**config.mk**
```make
export PLATFORM = sky130hd
export DESIGN_NAME = frac_search_ctrl_flat
export DESIGN_NICKNAME = d
export VERILOG_FILES = /design/src/rtl/frac_search_pkg.sv /design/src/rtl/frac_search_ctrl_if.sv /design/src/rtl/frac_best_tracker.sv /design/src/rtl/frac_search_ctrl.sv /design/src/flat_wrapper.sv
export SDC_FILE = /design/constraint.sdc
export NUM_CORES = 1
export LEC_CHECK = 0
export ABC_AREA = 1
export CORE_AREA = 2 2 113 115
export DETAILED_ROUTE_END_ITERATION = 6
export DIE_AREA = 0 0 115 117
export PLACE_DENSITY = 0.74
export SETUP_SLACK_MARGIN = 0.5
export SLEW_MARGIN = 20
export SYNTH_ARGS = -nofsm -noshare
export SYNTH_HDL_FRONTEND = slang
export SYNTH_SLANG_ARGS = --single-unit
```
**constraint.sdc**
```tcl
create_clock -name clk -period 4.49 [get_ports clk]
set_clock_uncertainty 0.15 [all_clocks]
set_input_delay 0.6735 -clock clk [delete_from_list [all_inputs] [get_ports clk]]
set_output_delay 0.6735 -clock clk [all_outputs]
set_load 0.005 [all_outputs]
```
**src/rtl/frac_search_pkg.sv**
```systemverilog
// Shared types and constants for the frac_search sequencer.
package frac_search_pkg;
  localparam int ROWS        = 8;
  localparam int FEED_CYCLES = 9;
  localparam int SAD_W       = 12;
  localparam int MV_W        = 3;

  typedef enum logic [2:0] {
    ST_IDLE,
    ST_CLEAR,
    ST_FEED,
    ST_WAIT,
    ST_DONE
  } state_t;
endpackage

```
**src/rtl/frac_search_ctrl_if.sv**
```systemverilog
// Row-buffer read ports and frac_search datapath link of one sequencer.
interface frac_search_ctrl_if #(parameter int CAND_W = 2);
  import frac_search_pkg::*;

  logic              cur_rd_en;
  logic [2:0]        cur_rd_addr;
  logic [63:0]       cur_rd_data;
  logic              org_rd_en;
  logic [CAND_W+2:0] org_rd_addr;
  logic [63:0]       org_rd_data;
  logic [63:0]       fs_cur_pix;
  logic [55:8]       fs_org_pix;
  logic              fs_ready;
  logic              fs_reset;
  logic [SAD_W-1:0]  fs_sad;
  logic [MV_W-1:0]   fs_mvx;
  logic [MV_W-1:0]   fs_mvy;

  modport master (
    output cur_rd_en, cur_rd_addr, org_rd_en, org_rd_addr,
    output fs_cur_pix, fs_org_pix, fs_ready, fs_reset,
    input  cur_rd_data, org_rd_data, fs_sad, fs_mvx, fs_mvy
  );

  modport slave (
    input  cur_rd_en, cur_rd_addr, org_rd_en, org_rd_addr,
    input  fs_cur_pix, fs_org_pix, fs_ready, fs_reset,
    output cur_rd_data, org_rd_data, fs_sad, fs_mvx, fs_mvy
  );
endinterface

```
**src/rtl/frac_best_tracker.sv**
```systemverilog
// Running-minimum SAD tracker. nxt_* is the value the registers take this edge,
// so a result sampled on the final edge is already visible to the caller.
module frac_best_tracker
  import frac_search_pkg::*;
#(
  parameter int CAND_W = 2
) (
  input  logic              clk,
  input  logic              reset,
  input  logic              clear_first,
  input  logic              sample,
  input  logic [SAD_W-1:0]  sad,
  input  logic [MV_W-1:0]   mvx,
  input  logic [MV_W-1:0]   mvy,
  input  logic [CAND_W-1:0] cand,
  output logic [SAD_W-1:0]  nxt_sad,
  output logic [MV_W-1:0]   nxt_mvx,
  output logic [MV_W-1:0]   nxt_mvy,
  output logic [CAND_W-1:0] nxt_cand
);
  logic [SAD_W-1:0]  run_sad;
  logic [MV_W-1:0]   run_mvx, run_mvy;
  logic [CAND_W-1:0] run_cand;
  logic              capture;

  // strict compare: ties keep the earlier candidate
  assign capture  = sample && (clear_first || (sad < run_sad));
  assign nxt_sad  = capture ? sad  : run_sad;
  assign nxt_mvx  = capture ? mvx  : run_mvx;
  assign nxt_mvy  = capture ? mvy  : run_mvy;
  assign nxt_cand = capture ? cand : run_cand;

  always_ff @(posedge clk or posedge reset) begin
    if (reset) begin
      run_sad  <= '0;
      run_mvx  <= '0;
      run_mvy  <= '0;
      run_cand <= '0;
    end else begin
      run_sad  <= nxt_sad;
      run_mvx  <= nxt_mvx;
      run_mvy  <= nxt_mvy;
      run_cand <= nxt_cand;
    end
  end
endmodule

```
**src/rtl/frac_search_ctrl.sv**
```systemverilog
// Sequencer feeding the current block and NUM_CAND org windows into one frac_search
// datapath, keeping the best (minimum SAD) candidate and reporting it with a done pulse.
module frac_search_ctrl
  import frac_search_pkg::*;
#(
  parameter int NUM_CAND   = 4,
  parameter int CAND_W     = 2,
  parameter int RESULT_LAT = 1
) (
  input  logic               clk,
  input  logic               reset,
  input  logic               start,
  output logic               busy,
  output logic               done,
  frac_search_ctrl_if.master fs,
  output logic [SAD_W-1:0]   best_sad,
  output logic [MV_W-1:0]    best_mvx,
  output logic [MV_W-1:0]    best_mvy,
  output logic [CAND_W-1:0]  best_cand
);
  localparam int         LAT_W    = (RESULT_LAT > 1) ? $clog2(RESULT_LAT) : 1;
  localparam logic [3:0] LAST_CNT = 4'(FEED_CYCLES - 1);
  localparam logic [3:0] LAST_ROW = 4'(ROWS - 1);

  state_t            state, nxt;
  logic [CAND_W-1:0] cand;
  logic [3:0]        cnt;
  logic [LAT_W-1:0]  lat_cnt;
  logic              last_wait, last_cand, fs_reset_q;
  logic [SAD_W-1:0]  nxt_sad;
  logic [MV_W-1:0]   nxt_mvx, nxt_mvy;
  logic [CAND_W-1:0] nxt_cand;
  logic              unused_org;

  assign last_wait   = (state == ST_WAIT) && (lat_cnt == LAT_W'(RESULT_LAT - 1));
  assign last_cand   = (cand == CAND_W'(NUM_CAND - 1));
  assign busy        = (state != ST_IDLE);
  assign done        = (state == ST_DONE);
  assign fs.fs_reset = fs_reset_q;
  assign unused_org  = ^{fs.org_rd_data[63:56], fs.org_rd_data[7:0]};

  frac_best_tracker #(.CAND_W(CAND_W)) u_best (
    .clk        (clk),
    .reset      (reset),
    .clear_first(cand == '0),
    .sample     (last_wait),
    .sad        (fs.fs_sad),
    .mvx        (fs.fs_mvx),
    .mvy        (fs.fs_mvy),
    .cand       (cand),
    .nxt_sad    (nxt_sad),
    .nxt_mvx    (nxt_mvx),
    .nxt_mvy    (nxt_mvy),
    .nxt_cand   (nxt_cand)
  );

  always_ff @(posedge clk or posedge reset) begin
    if (reset) begin
      state      <= ST_IDLE;
      cand       <= '0;
      cnt        <= '0;
      lat_cnt    <= '0;
      fs_reset_q <= 1'b0;
      best_sad   <= '0;
      best_mvx   <= '0;
      best_mvy   <= '0;
      best_cand  <= '0;
    end else begin
      state      <= nxt;
      fs_reset_q <= (nxt == ST_CLEAR);
      case (state)
        ST_CLEAR: cnt <= '0;
        ST_FEED: begin
          if (cnt != LAST_CNT) cnt <= cnt + 4'd1;
          lat_cnt <= '0;
        end
        ST_WAIT: begin
          lat_cnt <= lat_cnt + LAT_W'(1);
          if (last_wait && !last_cand) cand <= cand + CAND_W'(1);
        end
        ST_DONE: cand <= '0;
        default: ;
      endcase
      // last sample lands on this same edge, so take the tracker's next values
      if (last_wait && last_cand) begin
        best_sad  <= nxt_sad;
        best_mvx  <= nxt_mvx;
        best_mvy  <= nxt_mvy;
        best_cand <= nxt_cand;
      end
    end
  end

  always_comb begin
    nxt = state;
    case (state)
      ST_IDLE:  if (start) nxt = ST_CLEAR;
      ST_CLEAR: nxt = ST_FEED;
      ST_FEED:  if (cnt == LAST_CNT) nxt = ST_WAIT;
      ST_WAIT:  if (last_wait) nxt = last_cand ? ST_DONE : ST_CLEAR;
      ST_DONE:  nxt = ST_IDLE;
      default:  nxt = ST_IDLE;
    endcase
  end

  // org data lags cur data by one row; row 7 is read twice so it is held for the final feed
  always_comb begin
    fs.cur_rd_en   = 1'b0;
    fs.cur_rd_addr = '0;
    fs.org_rd_en   = 1'b0;
    fs.org_rd_addr = '0;
    fs.fs_cur_pix  = '0;
    fs.fs_org_pix  = '0;
    fs.fs_ready    = 1'b0;
    case (state)
      ST_CLEAR: fs.cur_rd_en = 1'b1;
      ST_FEED: begin
        fs.cur_rd_en   = 1'b1;
        fs.cur_rd_addr = (cnt >= LAST_ROW) ? 3'(LAST_ROW) : cnt[2:0] + 3'd1;
        fs.fs_ready    = 1'b1;
        fs.fs_cur_pix  = fs.cur_rd_data;
        if (cnt <= LAST_ROW) begin
          fs.org_rd_en   = 1'b1;
          fs.org_rd_addr = {cand, cnt[2:0]};
        end
        if (cnt != 4'd0) fs.fs_org_pix = fs.org_rd_data[55:8];
      end
      default: ;
    endcase
  end
endmodule

```
**src/flat_wrapper.sv**
```systemverilog
// flat-port wrapper written by rule: the top's interface ports become plain ports
module frac_search_ctrl_flat import frac_search_pkg::*;
#(
  parameter int NUM_CAND   = 4,
  parameter int CAND_W     = 2,
  parameter int RESULT_LAT = 1
)
  (clk, reset, start, busy, done, best_sad, best_mvx, best_mvy, best_cand, fs_cur_rd_en, fs_cur_rd_addr, fs_org_rd_en, fs_org_rd_addr, fs_fs_cur_pix, fs_fs_org_pix, fs_fs_ready, fs_fs_reset, fs_cur_rd_data, fs_org_rd_data, fs_fs_sad, fs_fs_mvx, fs_fs_mvy);
  frac_search_ctrl_if #(.CAND_W(CAND_W)) fs_i ();
  input  logic clk;
  input  logic reset;
  input  logic start;
  output logic busy;
  output logic done;
  output logic [SAD_W-1:0] best_sad;
  output logic [MV_W-1:0] best_mvx;
  output logic [MV_W-1:0] best_mvy;
  output logic [CAND_W-1:0] best_cand;
  output wire logic [$bits(fs_i.cur_rd_en)-1:0] fs_cur_rd_en;
  output wire logic [$bits(fs_i.cur_rd_addr)-1:0] fs_cur_rd_addr;
  output wire logic [$bits(fs_i.org_rd_en)-1:0] fs_org_rd_en;
  output wire logic [$bits(fs_i.org_rd_addr)-1:0] fs_org_rd_addr;
  output wire logic [$bits(fs_i.fs_cur_pix)-1:0] fs_fs_cur_pix;
  output wire logic [$bits(fs_i.fs_org_pix)-1:0] fs_fs_org_pix;
  output wire logic [$bits(fs_i.fs_ready)-1:0] fs_fs_ready;
  output wire logic [$bits(fs_i.fs_reset)-1:0] fs_fs_reset;
  input wire logic [$bits(fs_i.cur_rd_data)-1:0] fs_cur_rd_data;
  input wire logic [$bits(fs_i.org_rd_data)-1:0] fs_org_rd_data;
  input wire logic [$bits(fs_i.fs_sad)-1:0] fs_fs_sad;
  input wire logic [$bits(fs_i.fs_mvx)-1:0] fs_fs_mvx;
  input wire logic [$bits(fs_i.fs_mvy)-1:0] fs_fs_mvy;
  assign fs_cur_rd_en = fs_i.cur_rd_en;
  assign fs_cur_rd_addr = fs_i.cur_rd_addr;
  assign fs_org_rd_en = fs_i.org_rd_en;
  assign fs_org_rd_addr = fs_i.org_rd_addr;
  assign fs_fs_cur_pix = fs_i.fs_cur_pix;
  assign fs_fs_org_pix = fs_i.fs_org_pix;
  assign fs_fs_ready = fs_i.fs_ready;
  assign fs_fs_reset = fs_i.fs_reset;
  assign fs_i.cur_rd_data = fs_cur_rd_data;
  assign fs_i.org_rd_data = fs_org_rd_data;
  assign fs_i.fs_sad = fs_fs_sad;
  assign fs_i.fs_mvx = fs_fs_mvx;
  assign fs_i.fs_mvy = fs_fs_mvy;
  frac_search_ctrl #(.NUM_CAND(NUM_CAND), .CAND_W(CAND_W), .RESULT_LAT(RESULT_LAT)) u_core (.clk(clk), .reset(reset), .start(start), .busy(busy), .done(done), .fs(fs_i), .best_sad(best_sad), .best_mvx(best_mvx), .best_mvy(best_mvy), .best_cand(best_cand));
endmodule
```
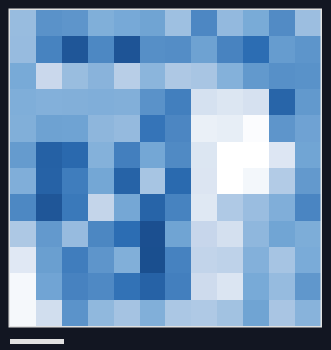
**Above:** run 1 (cell density map).
The bar under the picture is 20 um long. 12 x 12 tiles, from white (low) to dark blue (high), 0 to 100% covered.
densest ninth of the die: west
nearly empty tiles: 2.8%
mean over tiles: 48%
emptiest ninth of the die: east
core area: 12,300 um2
fp_density: 29.6%
Final Util: 53.9%

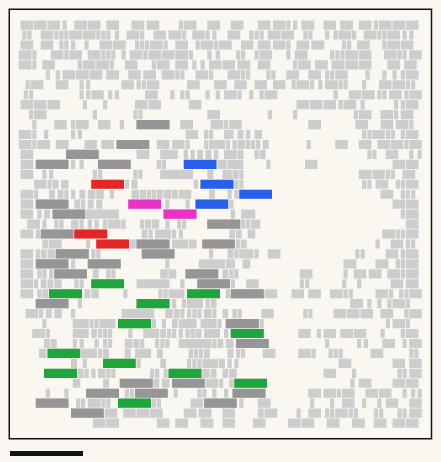
**Above:** run 1 (register map, names as in the netlist).
The bar under the picture is 20 um long.
| colour | name in the netlist | placed flops |
|---|---|---|
| blue | `u_core.cnt` | 4 |
| magenta | `u_core.u_best.run_cand` | 2 |
| red | `u_core.u_best.run_mvy` | 3 |
| green | `u_core.u_best.run_sad` | 12 |
flop share of the area: 19.2%
Flop area: 1280 um2
Seq power: 634 uW

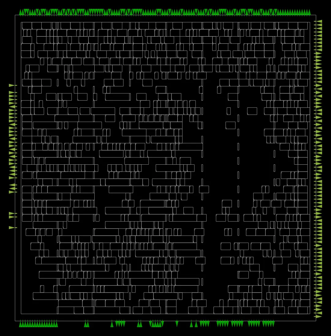
**Above:** run 1 (cell placement).
Filler Cell Count: 1,177
Layout Cells excl Fill: 994

==> run 1: power breakdown <==
part / internal [uW] / total (uW) / switching [uW]
combinational: 537 / 980 / 443
clock: 237 / 396 / 158
sequential: 582 / 634 / 52.3
==> run 1: flip-flops by register name, summed over array words and instances, names as in the netlist <==
name                    flops
u_core.best_cand            2
u_core.best_mvx             3
u_core.best_mvy             3
u_core.best_sad            12
u_core.cand                 2
u_core.cnt                  4
u_core.fs.fs_reset          1
u_core.lat_cnt              1
u_core.state                3
u_core.u_best.run_cand      2
u_core.u_best.run_mvx       3
u_core.u_best.run_mvy       3
u_core.u_best.run_sad      12
==> run 1: path summary, 6_finish.rpt <==
kind                       slack [ns]                                 end  cells after the start                                start
setup / recovery                 1.17                   fs_fs_org_pix[38]                      6            u_core.state[0]$_DFF_PP0_
hold / removal                   0.33      u_core.best_sad[8]$_DFFE_PP0P_                      2       u_core.best_sad[8]$_DFFE_PP0P_
setup reg to reg                 2.00      u_core.best_sad[1]$_DFFE_PP0P_                     13  u_core.u_best.run_sad[11]$_DFF_PP0_
hold reg to reg                  0.33      u_core.best_sad[8]$_DFFE_PP0P_                      2       u_core.best_sad[8]$_DFFE_PP0P_
max in group asynchronous        2.95      u_core.best_mvy[0]$_DFFE_PP0P_                      2                                reset
min in group asynchronous        0.72  u_core.u_best.run_sad[1]$_DFF_PP0_                      2                                reset
==> run 1: worst max-delay path, delay by kind of cell, from the launching register on <==
kind | cells | cell delay, ns
buffers and inverters | 3 | 1.35
DFF | 1 | 0.39
and+or+nand+nor | 3 | 0.43
==> run 1: stage by stage <==
stage	total power [uW]	hold WS (ns)	utilization, %
floorplan	1080	0.323	-
global placement	1610	0.315	52.7
detailed placement	1630	0.315	52.7
CTS	2030	0.334	53.9
global route	2170	0.354	53.9
finish	2010	0.330	53.9
==> run summary, run 1 <==
flow finished, numbers: ClkCell Share=2.35%, Setup crit end kind=output pin, # H-tree levels=2, final hold viol count=0, met3 Use GR=between 5 and 6%, Hold Buf Count CTS=0, Logic area=1720 um2, Fmax=~300 MHz, Synth Seq Share=35.0%, Worst EP arrival=roughly 2.5 ns, top cells by area=dfrtp_1, nand2_1, inv_1, clk_buf instances=8, First-pass DRT Iterations=4, worst skew pair latency=roughly 0.29 ns, number of non-clock buffers in the layout=280, RSZ-0062 raised after global routing=no, first-pass GRT wire length=19,700 um, n_diodes=0, Top FF cell, synth=dfrtp_1, via count=about 4,200, Final setup viols=0, synthesized area per cell=around 6.2 um2, cell area after layout=approximately 6600 um2, grt met1 use=a little under a quarter, share of the synthesized area in the top cell type=between 30% and 40%, I/O pins=295, gr usage total=a little under a fifth, initial antenna violation count=0, Max Cap Viol=0, non-clk buf share=42.1%, slowest cell on the critical path=inv_2, Syn Nets=around 750, most crowded layer after global routing=met2, most frequent cell after synthesis=nand2_1, leakage=between 0.003 and 0.004 uW, Post-Place Cells=just under 1,000, Tmin final=between 3 and 4 ns, DRC=0, layout cells sized above 1=approximately 2.7%, Comb/total area=approximately 26%, uppermost layer routed=met4, worst rel slew slack=between 40 and 50%, number of port buffers=between 200 and 300, Cell Type Count=25, Hold Path Class=reg -> reg, ratio of final minimum period to clock period=between 70% and 80%, Req. time, crit path=approximately 3.7 ns, Area after DPL=approximately 6500 um2, status=completed, Flops after synth=approximately 51, OpenROAD warnings=44, post-route ant nets=0, Mapped Area=around 3600 um2, Post-synth ARST share=100%, CTS tree=yes, yosys warns=0, Final Slew Violations=0, met2 routed WL=~6600 um, routed length on met1=approximately 5800 um, Yosys chip area=~3600 um2, drt wl/cell=around 14 um, GR Layer Usage met2=roughly a third, metal3 WL=between 1000 and 1500 um, hpwl dp=around 11,000 um, Mux cell area share=0%, Post-CTS Resized=0, yosys aoi share=under 10%, initial drt markers=between 150 and 200, Commonest Layout Cell=clkdlybuf4s50_1, and+or+nand+nor area frac=around two fifths, Gate Count Post-Synth=a little under 600, P&R area growth vs syn=82.3%, Worst Path Max Fanout=between 50 and 60, Post-Synth XOR/XNOR Area=0%, vias in the first global route=about 3,800, gr ovfl total=0, P per Cell Area=a little over 300 nW/um2, EDFF count, synth=0, worst path cell trace=inv_1 > nand2_2 > inv_2 > nand2_1 > nor2_1 > clkdlybuf4s50_1, chip width=115 um, # Taps=around 150, vias per cell=4.24, die span in y=about 120 um, max incr delay on CP=0.62 ns, DRT Wirelength=13,600 um, Non-Clock Inverter Count=around 130, fin nets=1,007
**Run 1: nets reached from selected ports**

The bar under the picture is 20 um long.
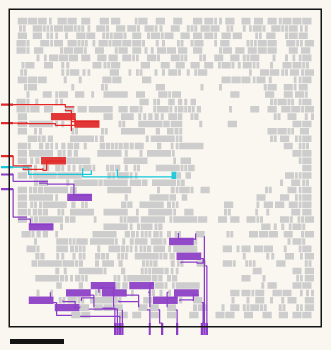

==> run 2, diff against run 1 <==
--- a/config.mk
+++ b/config.mk
@@ -6,10 +6,10 @@
 export NUM_CORES = 1
 export LEC_CHECK = 0
 export ABC_AREA = 1
-export CORE_AREA = 2 2 113 115
+export CORE_MARGIN = 2
+export CORE_UTILIZATION = 30
 export DETAILED_ROUTE_END_ITERATION = 6
-export DIE_AREA = 0 0 115 117
-export PLACE_DENSITY = 0.74
+export PLACE_DENSITY = 0.78
 export SETUP_SLACK_MARGIN = 0.5
 export SLEW_MARGIN = 20
 export SYNTH_ARGS = -nofsm -noshare
==> constraint.sdc (replaced) <==
create_clock -name clk -period 2.8 [get_ports clk]
set_clock_uncertainty 0.15 [all_clocks]
set_input_delay 0.42 -clock clk [delete_from_list [all_inputs] [get_ports clk]]
set_output_delay 0.42 -clock clk [all_outputs]
set_load 0.005 [all_outputs]
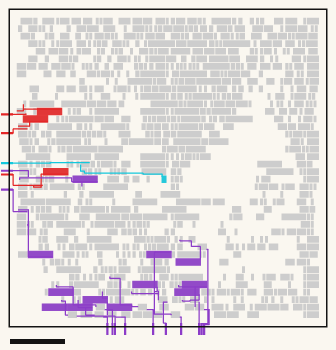
**Above:** run 2 (nets reached from selected ports).
The bar under the picture is 20 um long.
| colour | port | bits | direction | edge | end cells | buffers | wire |
|---|---|---|---|---|---|---|---|
| red | `best_mvy` | 3 | output | west | 3 | 3 | 76.2 um |
| cyan | `done` | 1 | output | west | 1 | 1 | 62.3 um |
| purple | `best_sad` | 12 | output | 10 south, 2 west | 12 | 12 | 356 um |
number of port buffers: 278
I/O pins: 295

==> run summary, run 2 <==
flow finished, numbers: Hold Buf Count CTS=0 (unchanged), Syn Nets=747 (unchanged), # H-tree levels=2 (unchanged), fin nets=1,056 (was 1,007), routed length on met1=6960 um (was 5790 um), initial drt markers=350 (was 175), Tot Pwr=3650 uW (was 2010 uW), yosys warns=0 (unchanged), ratio of final minimum period to clock period=87.6%, Combinational Power=2030 uW (was 980 uW), worst skew pair latency=0.29 ns (about the same), Final setup viols=0 (unchanged), metal3 WL=1760 um (was 1120 um), violated checks=design-rule violations, Yosys chip area=3640 um2 (unchanged), top cells by area=dfrtp_1, nand2_1, inv_1 (unchanged), Flops after synth=51 (unchanged), Worst EP arrival=1.88 ns (was 2.49 ns), Hold Path Class=in -> async (was reg -> reg), cell area after layout=7520 um2 (was 6640 um2), met2 routed WL=8060 um (was 6640 um), final hold viol count=0 (unchanged), Clk power=595 uW (was 396 uW), Psw=1260 uW (was 653 uW), n_diodes=0 (unchanged), Cell Type Count=25 (unchanged), DRC=1 (was 0), hpwl dp=11,600 um (was 10,800 um), OpenROAD warnings=46 (was 44), Layout Cells excl Fill=1,040 (was 994), max incr delay on CP=0.55 ns (was 0.62 ns), synthesized area per cell=6.25 um2 (unchanged), Req. time, crit path=2.23 ns (was 3.67 ns), CTS tree=yes (unchanged), First-pass DRT Iterations=7 (was 4), crit-path leading delay family=buffers and inverters (unchanged), Post-CTS Resized=193 (was 0), Top FF cell, synth=dfrtp_1 (unchanged), gr usage total=22.2% (was 18.6%), Setup crit end kind=output pin (unchanged), Gate Count Post-Synth=583 (unchanged), post-route ant nets=0 (unchanged), Commonest Layout Cell=clkdlybuf4s50_1 (unchanged), DRT Wirelength=17,000 um (was 13,600 um), P_int=2380 uW (was 1360 uW), Clock power frac=16.3% (was 19.7%), P&R area growth vs syn=107% (was 82.3%), Tmin final=approximately 2.5 ns, most frequent cell after synthesis=nand2_1 (unchanged), Seq power=1030 uW (was 634 uW), Top Registers=u_core.best_sad: 12 flops, u_core.u_best.run_sad: 12 flops, u_core.cnt: 4 flops (unchanged), vias per cell=4.56 (was 4.24), P per Cell Area=485 nW/um2 (was 303 nW/um2), Area after DPL=6580 um2 (was 6480 um2), Crit path buffers/inverters=2 (was 3), RSZ-0062 raised after global routing=yes (was no), Seq pwr share=28.1% (was 31.6%), worst rel slew slack=70.4% (was 41.1%), Filler Cell Count=995 (was 1,177), uppermost layer routed=met4 (unchanged), slowest cell on the critical path=clkdlybuf4s50_1 (was inv_2), Post-synth ARST share=100% (unchanged), layout cells sized above 1=18.0% (was 2.73%), initial antenna violation count=0 (unchanged), Leading power group=combinational cells (unchanged), status=finished, violations left (was completed), EDFF count, synth=0 (unchanged), Final Util=63.2% (was 53.9%), combinational power share=55.6% (was 48.8%), leakage=0.00460 uW (was 0.00330 uW), Worst Path Max Fanout=5 (was 55), Mapped Area=3640 um2 (unchanged)
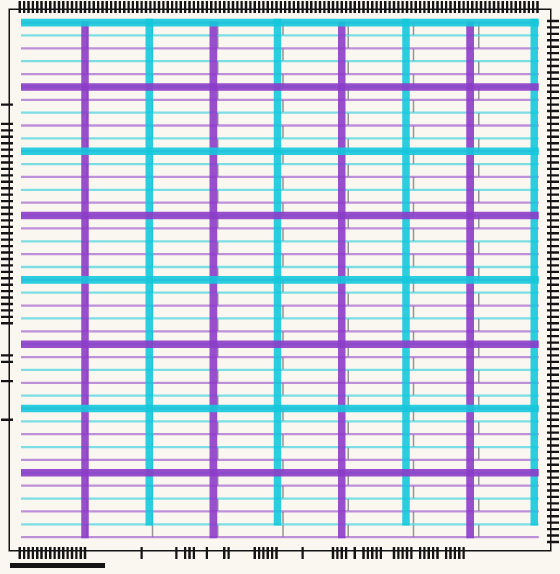
**Above:** run 2 (power grid).
The bar under the picture is 20 um long. Pins as bars on the die edge. Tap cells in grey.
| colour | net |
|---|---|
| purple | VSS |
| cyan | VDD |
tap cells: 147
signal pins: 295
met4 straps: 8
rows: 40
die span in y: 114 um
Max IR drop VDD: 456 uV
chip width: 114 um
core area: 11,900 um2

-- run 2: cell counts after synthesis --
No cell type changed its count.
-- run 2: cell families after synthesis --
group / Yosys count / synth area share [%]
AND/OR/NAND/NOR: 340 / 39.3
buffers and inverters: 160 / 17.9
flip-flops: 51 / 35.0
AND-OR/OR-AND: 17 / 2.58
adder cells (fa/ha/maj): 15 / 5.15
-- run 2: worst paths after layout --
path / slack [ns] / to / depth (start not counted) / startpoint
max in group asynchronous: 1.61 / u_core.u_best.run_mvx[1]$_DFF_PP0_ / 3 / reset
hold reg to reg: 0.33 / u_core.best_sad[2]$_DFFE_PP0P_ / 2 / u_core.best_sad[2]$_DFFE_PP0P_
hold / removal: 0.31 / u_core.u_best.run_sad[7]$_DFF_PP0_ / 2 / reset
setup reg to reg: 0.68 / u_core.fs.fs_reset$_DFF_PP0_ / 11 / u_core.state[2]$_DFF_PP0_
setup / recovery: 0.35 / fs_org_rd_addr[2] / 6 / u_core.state[2]$_DFF_PP0_
min in group clk: 0.33 / u_core.best_sad[2]$_DFFE_PP0P_ / 2 / u_core.best_sad[2]$_DFFE_PP0P_
-- run 2: layout make-up --
class                      count  area, um2  share of cell area (%)
timing repair buffer         329       3480                    46.2
multi-input combinational    372       1930                    25.7
sequential                    51       1280                    17.0
inverter                     133        517                    6.87
tap                          147        184                    2.44
clock buffer                   6        129                    1.71
clock inverter                 2       12.5                   0.166
-- run 2: routing by layer --
layer | track usage [%] | vias to the layer above
met5 | 0 | -
met4 | 2.20 | 0
met3 | 6.25 | 24
met2 | 36.1 | 238
met1 | 30.6 | 2169
li1 | - | 2307
Power and IR drop assume default switching activity.
